$ cat src/rtl/uart_rx.sv
// UART receiver: two-FF synchroniser plus edge detect, mid-bit sampling.
// Frame = start (low), DATA_BIT data bits LSB first, STOP_BIT stop bits (high).
module uart_rx #(
    parameter int DATA_BIT = 8,
    parameter int STOP_BIT = 1,
    parameter int BPS_MAX  = 9600
) (
    input  logic                clk,
    input  logic                rst,
    input  logic                rx,
    // rx_valid / rx_frame_err are single-cycle strobes with no ready: there is
    // no backpressure, so the consumer must take rx_data in the rx_valid cycle.
    output logic [DATA_BIT-1:0] rx_data,
    output logic                rx_valid,
    output logic                rx_frame_err,
    output logic                rx_busy
);

    localparam logic [25:0] MID_CNT   = 26'(BPS_MAX / 2 - 1);
    localparam logic [25:0] END_CNT   = 26'(BPS_MAX - 1);
    localparam logic [3:0]  DATA_LAST = 4'(DATA_BIT - 1);
    localparam logic [3:0]  STOP_LAST = 4'(STOP_BIT - 1);

    typedef enum logic [1:0] {
        IDLE  = 2'd0,
        START = 2'd1,
        DATA  = 2'd2,
        STOP  = 2'd3
    } state_t;

    state_t              state;
    state_t              state_nxt;
    logic                s1;
    logic                s2;
    logic                s3;
    logic [25:0]         bps_cnt;
    logic [3:0]          bit_cnt;
    logic [DATA_BIT-1:0] shift_reg;
    logic                stop_ok;
    logic                fall;
    logic                at_mid;
    logic                at_end;
    logic                frame_done;
    logic                frame_good;

    // Reset to 0 so a line held low through reset is not taken as a start.
    always_ff @(posedge clk or negedge rst) begin
        if (!rst) begin
            s1 <= 1'b0;
            s2 <= 1'b0;
            s3 <= 1'b0;
        end else begin
            s1 <= rx;
            s2 <= s1;
            s3 <= s2;
        end
    end

    assign fall   = s3 & ~s2;
    assign at_mid = (bps_cnt == MID_CNT);
    assign at_end = (bps_cnt == END_CNT);

    always_ff @(posedge clk or negedge rst) begin
        if (!rst) begin
            state <= IDLE;
        end else begin
            state <= state_nxt;
        end
    end

    always_comb begin
        state_nxt  = state;
        frame_done = 1'b0;
        frame_good = 1'b0;
        case (state)
            IDLE: begin
                if (fall) state_nxt = START;
            end
            START: begin
                if (at_mid && s2) state_nxt = IDLE;
                else if (at_end)  state_nxt = DATA;
            end
            DATA: begin
                if (at_end && bit_cnt == DATA_LAST) state_nxt = STOP;
            end
            STOP: begin
                // Leave at the mid of the last stop bit so a start bit that
                // immediately follows is still seen as a falling edge.
                if (at_mid && bit_cnt == STOP_LAST) begin
                    state_nxt  = IDLE;
                    frame_done = 1'b1;
                    frame_good = stop_ok & s2;
                end
            end
            default: state_nxt = IDLE;
        endcase
    end

    always_ff @(posedge clk or negedge rst) begin
        if (!rst) begin
            bps_cnt <= '0;
            bit_cnt <= '0;
        end else if (state_nxt != state || state == IDLE) begin
            bps_cnt <= '0;
            bit_cnt <= '0;
        end else if (at_end) begin
            bps_cnt <= '0;
            bit_cnt <= bit_cnt + 4'd1;
        end else begin
            bps_cnt <= bps_cnt + 26'd1;
        end
    end

    // Right shift: after DATA_BIT samples the first bit sits at the LSB.
    always_ff @(posedge clk or negedge rst) begin
        if (!rst) begin
            shift_reg <= '0;
            stop_ok   <= 1'b0;
        end else begin
            if (state == DATA && at_mid) begin
                shift_reg <= {s2, shift_reg[DATA_BIT-1:1]};
            end
            if (state_nxt == STOP && state != STOP) begin
                stop_ok <= 1'b1;
            end else if (state == STOP && at_mid) begin
                stop_ok <= stop_ok & s2;
            end
        end
    end

    always_ff @(posedge clk or negedge rst) begin
        if (!rst) begin
            rx_data      <= '0;
            rx_valid     <= 1'b0;
            rx_frame_err <= 1'b0;
        end else begin
            rx_valid     <= frame_done & frame_good;
            rx_frame_err <= frame_done & ~frame_good;
            if (frame_done && frame_good) begin
                rx_data <= shift_reg;
            end
        end
    end

    assign rx_busy = (state != IDLE);

endmodule

$ cat config.mk
export PLATFORM = sky130hd
export DESIGN_NAME = uart_rx
export DESIGN_NICKNAME = d
export VERILOG_FILES = /design/src/rtl/uart_rx.sv
export SDC_FILE = /design/constraint.sdc
export NUM_CORES = 1
export LEC_CHECK = 0
export ABC_AREA = 0
export CAP_MARGIN = 20
export CORE_MARGIN = 2
export CORE_UTILIZATION = 55
export CTS_BUF_LIST = sky130_fd_sc_hd__clkbuf_8
export DETAILED_ROUTE_END_ITERATION = 16
export HOLD_SLACK_MARGIN = 0.03
export PLACE_DENSITY = 0.74
export SYNTH_ARGS = -nofsm -noshare
export SYNTH_HDL_FRONTEND = slang
export SYNTH_SLANG_ARGS = --single-unit
$ cat constraint.sdc
create_clock -name clk -period 2.63 [get_ports clk]
set_input_delay 0.526 -clock clk [delete_from_list [all_inputs] [get_ports clk]]
set_output_delay 0.526 -clock clk [all_outputs]
set_load 0.005 [all_outputs]
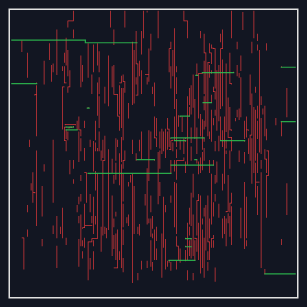
layers.png
(4 px per um) Only two layers are drawn.
- M3: green (wire length 132 um)
- M2: red (wire length 2110 um)

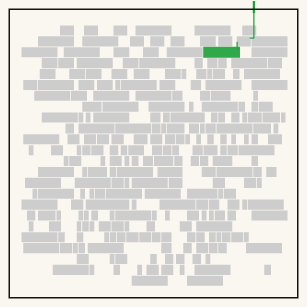
port_trees.png
(4 px per um)
- rx_valid: green (direction output; edge top; end cells 1; buffers 1; wire 9.80 um)
I/O Buffers: 13
# IOs: 14

==> run_results.csv <==
group,metric,value,unit
synthesis,syn_nets,233,
setup_path,cp-start-kind,"register",
route,via_per_inst,5.81,
clock_network,cts_hold_buf,0,
floorplan,fp_util,57.6,%
cells_and_area,layout_top_cell,"dfrtp_1",
route,wl_per_cell,15.0,um
global_routing,grt_max_degree,20,
clock_network,clkLatencyLatePin,310,ps
synthesis,synth.distinct_cells,40,
clock_network,post_cts_buffers,0,
final_timing,finalCritPeriodShare,90.9,%
cells_and_area,largest_reg_flops,26,
route,drtIter0Drc,112,
clock_network,cts_sinks,54,
global_routing,grt_overflow,0,
global_routing,grt_pass1_wl,8110,um
cells_and_area,final_cell_mix,"dfrtp_1 (54), nor2_1 (33), xor2_1 (20)",
setup_path,cp-end-kind,"register",
final_timing,rsz0062_at_grt,"no",
final_timing,hold_viol,0,
synthesis,synthFlopType,"dfrtp_1",
synthesis,ys_async_sr_fraction,100,%
synthesis,top_area_share,53.5,%
floorplan,core,4380,um2
clock_network,clk_pin_slew,100,ps
route,dr.pass1.iters,4,
final_timing,fmax,0.418,GHz
clock_network,htree_levels,2,
setup_path,critPathArrivalTime,2590,ps
final_timing,slew_violations,0,
clock_network,clock_path_buffers,2,
status,status,"complete, no violations",
route,vias,1783,
setup_path,criticalPathCategory,"register to register",
synthesis,synth-area-yosys,2530,um2
final_timing,clock_skew,8.14,ps
route,drtAntennaViolNets,0,
synthesis,area_leaders,"dfrtp_1 (53%), mux2_2 (7.1%), xor2_1 (6.9%)",
final_timing,worst_slew_pin_slew,663,ps
synthesis,ys_seq_share,53.5,%
clock_network,numCtsBuffers,5,
synthesis,synth_flops,54,
job,tool_warnings,27,
setup_path,crit_fanout,9,
floorplan,die_height,71.8,um
cells_and_area,num_antenna_cells,0,
job,max_cap_violations,0,
floorplan,die_area,5150,um2
route,wirelength,4600,um
global_routing,grt_pass1_vias,1703,
pwr,ir_drop,462,uV
pwr,leakagePower,1.36,nW
synthesis,synth_cells,227,
floorplan,rows,24,
synthesis,yosys.area.top_type,"dfrtp_1",
final_timing,fin_setup_tns,0,ps
cells_and_area,areaGrowthSynthToFinish,14.8,%
final_timing,period_minus_slack,2390,ps
synthesis,synth_stat.cells,227,
placement,gp_congestion,0.941,
synthesis,syn_area,2530,um2
synthesis,syn_area_per_cell,11.1,um2
global_routing,grt_usage,20.3,%
pwr,finalPower,0.00164,W
synthesis,edf_count,0,
hold_path,hold_class,"primary input to async pin",
cells_and_area,final_nets,260,
pwr,power-per-cell-area,566,nW/um2
clock_network,ctsRootBufferMaster,"clkbuf_8",
global_routing,antenna_found_initial,0,
floorplan,dieWidth,71.8,um
[power by group]
part           leakage, nW  switching (W)  internal [W]  total, W
registers            0.729      0.0000537      0.000883  0.000937
logic                0.569      0.0000753     0.0000628  0.000138
clock network       0.0587       0.000277      0.000289  0.000565
[logic make-up after synthesis]
group,Yosys count,share of synthesized area [%]
mux,17,7.53
simple gates,99,22.7
compound gates,19,4.61
buf+inv,10,1.54
xor+xnor,25,8.67
fa+ha+maj,3,1.49
flops,54,53.5
[Yosys cell counts (2+ instances only)]
library cell	number
clkbuf_1	2
and3_1	4
nand3_1	8
o21ai_0	5
o22ai_1	2
a21oi_1	5
and4_1	4
nand4_1	15
mux2_2	16
inv_1	6
nand2_1	12
a31oi_1	3
ha_1	3
o31ai_1	2
dfrtp_1	54
xor2_1	20
or4_1	2
nor3_1	6
nor2_1	33
xnor2_1	5
[routing by layer]
layer	GRT usage, %	wire, um	vias up
li1	-	-	862
met1	30.2	2280	879
met2	29.6	2110	34
met3	4.22	131	8
met4	7.34	82	0
met5	0	0	-
[critical path, stage by stage, from the launching register on]
cell	delay [ps]
dfrtp_1	440
inv_1	70
ha_1	130
nor4bb_1	480
and4_1	320
nand4_1	170
nor2_2	140
buf_4	170
mux2_2	340
[worst paths after layout]
kind / startpoint / end / slack [ps] / depth (start not counted)
min reg2reg: s1 / s2 / 370 / 0
min: rst / bps_cnt[16] / 140 / 1
min in group clk: s1 / s2 / 370 / 0
max in group asynchronous: rst / bit_cnt[3] / 1890 / 2
max: bit_cnt[0] / rx_data[1] / 240 / 8
max reg2reg: bit_cnt[0] / rx_data[1] / 240 / 8
[per-stage QoR]
step	setup slack [ps]	instances	utilization, %	hold slack [ps]	instance area, um2
2_1_floorplan	319	227	-	230	2530
3_3_place_gp	321	299	63.5	345	2780
3_5_place_dp	280	299	63.5	338	2780
4_1_cts	262	307	66.1	154	2900
5_1_grt	88.4	307	66.1	166	2900
6_report	240	307	66.1	142	2900
[layout make-up]
type / count / area (um2)
Clock buffer: 5 / 68.8
Clock inverter: 3 / 47.5
Fill cell: 346 / 1490
Inverter: 6 / 22.5
Multi-Input combinational cell: 163 / 1140
Sequential cell: 54 / 1350
Tap cell: 52 / 65.1
Timing Repair Buffer: 24 / 208
Power is estimated from default activity; no workload was simulated.
